File: src/rtl/shift_seq_pkg.sv
// Shared constants for the shift-register sequencer: register mode codes and FSM states.
package shift_seq_pkg;

  // {S1,S0} codes understood by the universal shift register
  localparam logic [1:0] MODE_HOLD = 2'b00;
  localparam logic [1:0] MODE_SHR  = 2'b01;
  localparam logic [1:0] MODE_SHL  = 2'b10;
  localparam logic [1:0] MODE_LOAD = 2'b11;

  typedef enum logic [1:0] {
    ST_IDLE  = 2'b00,
    ST_LOAD  = 2'b01,
    ST_SHIFT = 2'b10,
    ST_FIN   = 2'b11
  } state_t;

endpackage

File: src/rtl/shift_seq_down_counter.sv
// Loadable down-counter with zero flag; saturates at zero so it never wraps.
module shift_seq_down_counter #(
  parameter int CNT_W = 4
) (
  input  logic             clk,
  input  logic             rst,
  input  logic             load,
  input  logic [CNT_W-1:0] load_value,
  input  logic             dec,
  output logic [CNT_W-1:0] value,
  output logic             zero
);

  logic [CNT_W-1:0] value_reg;

  always_ff @(posedge clk) begin
    if (rst) begin
      value_reg <= '0;
    end else if (load) begin
      value_reg <= load_value;
    end else if (dec && (value_reg != '0)) begin
      value_reg <= value_reg - 1'b1;
    end
  end

  assign value = value_reg;
  assign zero  = (value_reg == '0);

endmodule

File: src/rtl/shift_reg_sequencer.sv
// Job sequencer for a universal shift register: load, shift N places, capture.
// Optional rotate mode (serial inputs fed back from q) enabled by SHIFT_SEQ_ROTATE_EN.
module shift_reg_sequencer
  import shift_seq_pkg::*;
#(
  parameter int WIDTH = 4,
  parameter int CNT_W = 4
) (
  input  logic             clk,
  input  logic             rst,
  input  logic             start,
  input  logic             dir,
  input  logic [CNT_W-1:0] count,
  input  logic [WIDTH-1:0] din,
  input  logic             serial_in,
`ifdef SHIFT_SEQ_ROTATE_EN
  input  logic             rotate,
`endif
  input  logic [WIDTH-1:0] q,
  output logic             s1,
  output logic             s0,
  output logic             sr,
  output logic             sl,
  output logic [WIDTH-1:0] par,
  output logic             cr_n,
  output logic             busy,
  output logic             done,
  output logic [WIDTH-1:0] dout
);

  state_t           state_reg;
  logic             dir_l_reg;
  logic [WIDTH-1:0] par_reg;
  logic [WIDTH-1:0] dout_reg;
  logic             done_reg;
  logic [CNT_W-1:0] remaining;
  logic             remaining_zero;
  logic [1:0]       mode;

  wire accept = (state_reg == ST_IDLE) && start;

  shift_seq_down_counter #(.CNT_W(CNT_W)) u_remaining (
    .clk        (clk),
    .rst        (rst),
    .load       (accept),
    .load_value (count),
    .dec        (state_reg == ST_SHIFT),
    .value      (remaining),
    .zero       (remaining_zero)
  );

  always_ff @(posedge clk) begin
    if (rst) begin
      state_reg <= ST_IDLE;
      dir_l_reg <= 1'b0;
      par_reg   <= '0;
      dout_reg  <= '0;
      done_reg  <= 1'b0;
    end else begin
      done_reg <= 1'b0;
      case (state_reg)
        ST_IDLE: begin
          if (start) begin
            par_reg   <= din;
            dir_l_reg <= dir;
            state_reg <= ST_LOAD;
          end
        end
        ST_LOAD:  state_reg <= remaining_zero ? ST_FIN : ST_SHIFT;
        // the last shift edge is the one where a single step remains
        ST_SHIFT: if (remaining == CNT_W'(1)) state_reg <= ST_FIN;
        ST_FIN: begin
          dout_reg  <= q;
          done_reg  <= 1'b1;
          state_reg <= ST_IDLE;
        end
        default:  state_reg <= ST_IDLE;
      endcase
    end
  end

  always_comb begin
    mode = MODE_HOLD;
    case (state_reg)
      ST_LOAD:  mode = MODE_LOAD;
      ST_SHIFT: mode = dir_l_reg ? MODE_SHL : MODE_SHR;
      default:  mode = MODE_HOLD;
    endcase
  end

`ifdef SHIFT_SEQ_ROTATE_EN
  logic rotate_l_reg;

  always_ff @(posedge clk) begin
    if (rst) begin
      rotate_l_reg <= 1'b0;
    end else if (accept) begin
      rotate_l_reg <= rotate;
    end
  end

  // rotating recirculates the bit leaving the far end of the register
  assign sr = rotate_l_reg ? q[WIDTH-1] : serial_in;
  assign sl = rotate_l_reg ? q[0]       : serial_in;
`else
  assign sr = serial_in;
  assign sl = serial_in;
`endif

  assign {s1, s0} = mode;
  assign par      = par_reg;
  assign cr_n     = ~rst;
  assign busy     = (state_reg != ST_IDLE);
  assign done     = done_reg;
  assign dout     = dout_reg;

endmodule
File: config.mk
export PLATFORM = sky130hd
export DESIGN_NAME = shift_reg_sequencer
export DESIGN_NICKNAME = d
export VERILOG_FILES = /design/src/rtl/shift_seq_pkg.sv /design/src/rtl/shift_seq_down_counter.sv /design/src/rtl/shift_reg_sequencer.sv
export SDC_FILE = /design/constraint.sdc
export NUM_CORES = 1
export LEC_CHECK = 0
export ABC_AREA = 0
export CORE_AREA = 2 2 46 48
export CTS_CLUSTER_SIZE = 30
export DETAILED_ROUTE_END_ITERATION = 16
export DIE_AREA = 0 0 48 50
export PLACE_DENSITY = 0.83
export SLEW_MARGIN = 20
export SYNTH_ARGS = -nofsm -noshare
export SYNTH_HDL_FRONTEND = slang
export SYNTH_SLANG_ARGS = --single-unit
File: constraint.sdc
create_clock -name clk -period 4.75 [get_ports clk]
set_input_delay 0.475 -clock clk [delete_from_list [all_inputs] [get_ports clk]]
set_output_delay 0.475 -clock clk [all_outputs]
set_load 0.03 [all_outputs]
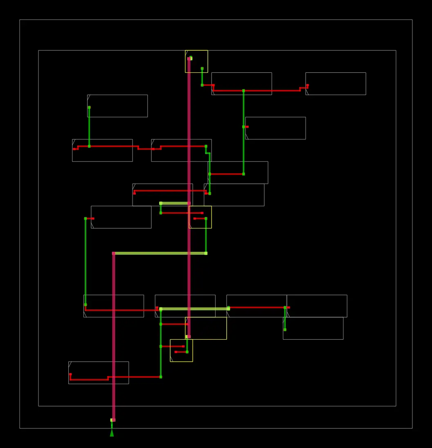
**Above:** run 1 (clock wiring as the flow saved it).
Clock group: 92.6 µW
clk_lat worst skew: 0.30 ns
Flop Count: 16
# clk buffers: 4
final worst clock skew: 0.00178 ns

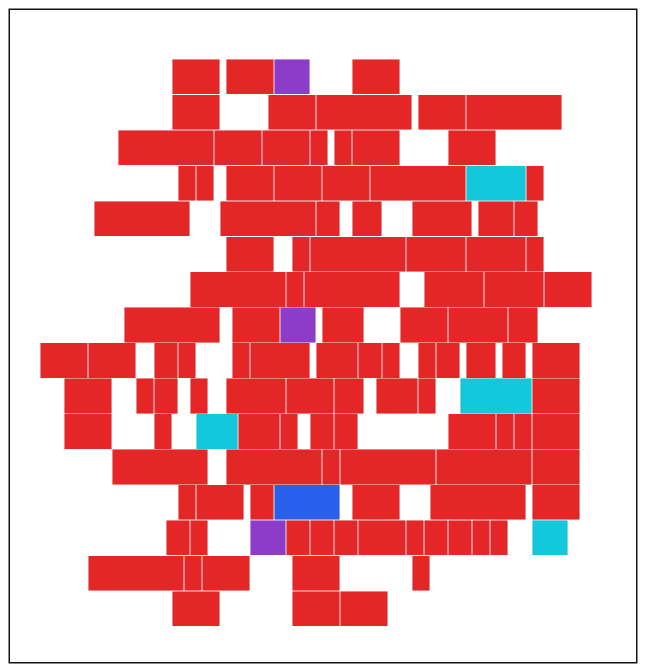
**Above:** run 1 (drive-strength map).
Key: purple = x3 and x4 [cells 3, share 2.5%, most used clkbuf_4]; cyan = x2 [cells 4, share 3.3%]; blue = x6 and larger [cells 1, share 0.83%, most used clkbuf_8]; red = x1 and smaller [cells 112, share 93%, most used clkdlybuf4s50_1]
crit path setup slack, layout: 2.16 ns
area grow syn2layout: 37.7%
buffers outside the clock class: 28
area of all placed cells without fillers: 1140 µm²

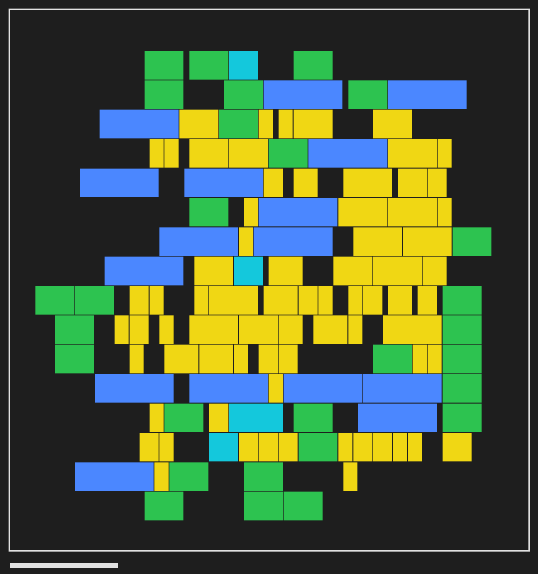
**Above:** run 1 (cells colored by class).
Scale bar: 10 µm.
Key: blue = registers [cells 16, share of their area 29%]; cyan = clock drivers and dummy loads [cells 4, share of their area 3.3%]; green = remaining buffers and delay cells [cells 28, share of their area 25%]; yellow = remaining logic cells [cells 72, share of their area 43%]

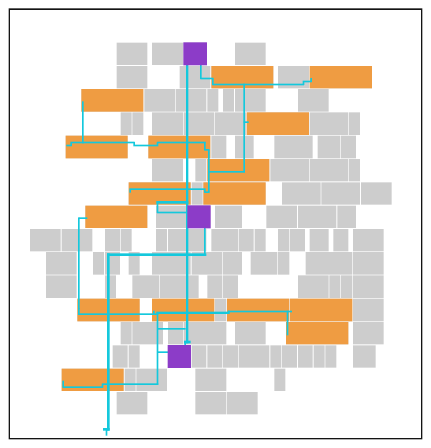
**Above:** run 1 (clock network drawn from the DEF).
Key: cyan = clock wires [length 221 µm]; orange = flip-flops [count 16]; purple = clock-net drivers [count 3]
There are 4 routed clock nets.

==> metrics.yaml, run 1 <==
cts.htree.levels: 1
detailedRoute.firstPassIterationCount: 4
grt_util_met2_pct: 27.1
power.sequential.fraction_pct: 34.3
grt_overflow_total: 0
layout_top_cell_excl_fill_tap: "sky130_fd_sc_hd__clkdlybuf4s50_1"
yosys.area_share.simple_pct: 19.4
critical_path.cell_chain: "clkdlybuf4s50_1 -> inv_1 -> clkdlybuf4s50_1"
met3RoutedLength_um: 85
power.density_nw_per_um2: 481
cts_sinks: 16
post_synth_inst_count: 94
placed_cell_area_um2: 1110
yosys-top-cells-area: "sky130_fd_sc_hd__dfxtp_1 39%, sky130_fd_sc_hd__ha_1 12%, sky130_fd_sc_hd__nand2_1 6.8%, sky130_fd_sc_hd__a21oi_1 6.0%, sky130_fd_sc_hd__mux2i_1 6.0%"
fin_hold_ws_ns: 0.463
synthesis.nets: 119
drc: 0
holdBufCountCts: 0
placeableCoreArea_um2: 1900
synthXorXnorAreaFrac_pct: 1.05
critical_path_required_ns: 4.28
family_with_the_most_delay_on_the_worst_path: "buffers and inverters"
pre_cts_slack_ns: 2.17
outcome: "complete, no violations"
drtAntennaViolNets: 0
combPwrFrac_pct: 48.8
count_of_tool_warnings: 32
synth-main-ff-cell: "sky130_fd_sc_hd__dfxtp_1"
tap_cells: 27
place_congestion: 0.701
--- run 2 (diff from run 1) ---
--- a/config.mk
+++ b/config.mk
@@ -6,11 +6,11 @@
 export NUM_CORES = 1
 export LEC_CHECK = 0
 export ABC_AREA = 0
-export CORE_AREA = 2 2 46 48
+export CORE_AREA = 2 2 50 52
 export CTS_CLUSTER_SIZE = 30
 export DETAILED_ROUTE_END_ITERATION = 16
-export DIE_AREA = 0 0 48 50
-export PLACE_DENSITY = 0.83
+export DIE_AREA = 0 0 52 54
+export PLACE_DENSITY = 0.75
 export SLEW_MARGIN = 20
 export SYNTH_ARGS = -nofsm -noshare
 export SYNTH_HDL_FRONTEND = slang
==> constraint.sdc (replaced) <==
create_clock -name clk -period 2.1 [get_ports clk]
set_input_delay 0.21 -clock clk [delete_from_list [all_inputs] [get_ports clk]]
set_output_delay 0.21 -clock clk [all_outputs]
set_load 0.03 [all_outputs]
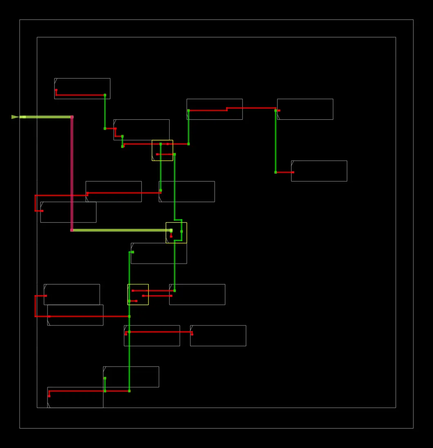
**Above:** run 2 (clock wiring as the flow saved it).
clk_lat worst skew: 0.28 ns
final worst clock skew: 0.00629 ns
Clock group: 155 µW
TritonCTS buffer count: 3

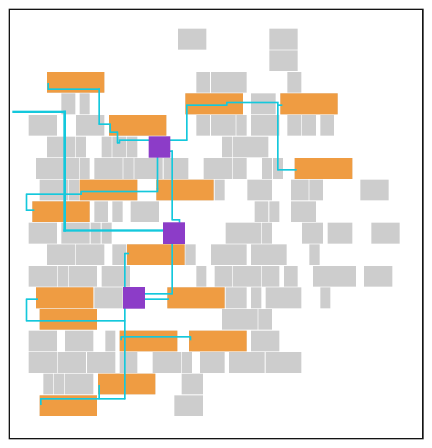
**Above:** run 2 (clock network drawn from the DEF).
Key: orange = flip-flops [count 16]; purple = clock-net drivers [count 3]; cyan = clock wires [length 205 µm]
There are 4 routed clock nets.

==> metrics.yaml, run 2 <==
outcome: "complete, no violations"  # unchanged
power.density_nw_per_um2: 1030  # was 481 nW/µm²
flow.area_growth_from_synthesis_pct: 37.0  # was 37.7%
placeableCoreArea_um2: 2320  # was 1900 µm²
grt_overflow_total: 0  # unchanged
layout_top_cell_excl_fill_tap: "sky130_fd_sc_hd__clkdlybuf4s50_1"  # unchanged
flop_count: 16  # unchanged
synthesis.nets: 119  # unchanged
critical_path.cell_chain: "inv_1 -> ha_1 -> inv_1 -> clkdlybuf4s50_1"  # was clkdlybuf4s50_1 -> inv_1 -> clkdlybuf4s50_1
grt_util_met2_pct: 23.4  # was 27.1%
synth-main-ff-cell: "sky130_fd_sc_hd__dfxtp_1"  # unchanged
pre_cts_slack_ns: 0.142  # was 2.17 ns
power.sequential.fraction_pct: 36.5  # was 34.3%
post_synth_inst_count: 94  # unchanged
cts_sinks: 16  # unchanged
fin_hold_ws_ns: 0.420  # was 0.463 ns
count_of_tool_warnings: 32  # unchanged
yosys.area_share.simple_pct: 19.4  # unchanged
overall_power_mw: 1.17  # was 550 µW
post-cts-setup-buffers: 0  # unchanged
drtAntennaViolNets: 0  # unchanged
synthXorXnorAreaFrac_pct: 1.05  # unchanged
cts.htree.levels: 1  # unchanged
place_congestion: 0.827  # was 0.701
met3RoutedLength_um: 154  # was 85 µm
detailedRoute.firstPassIterationCount: 4  # unchanged
layout_setup_ws_ns: 0.0933  # was 2.16 ns
tap_cells: 30  # was 27
drc: 0  # unchanged
No activity file was given, so power comes from the tool's default toggle rates.
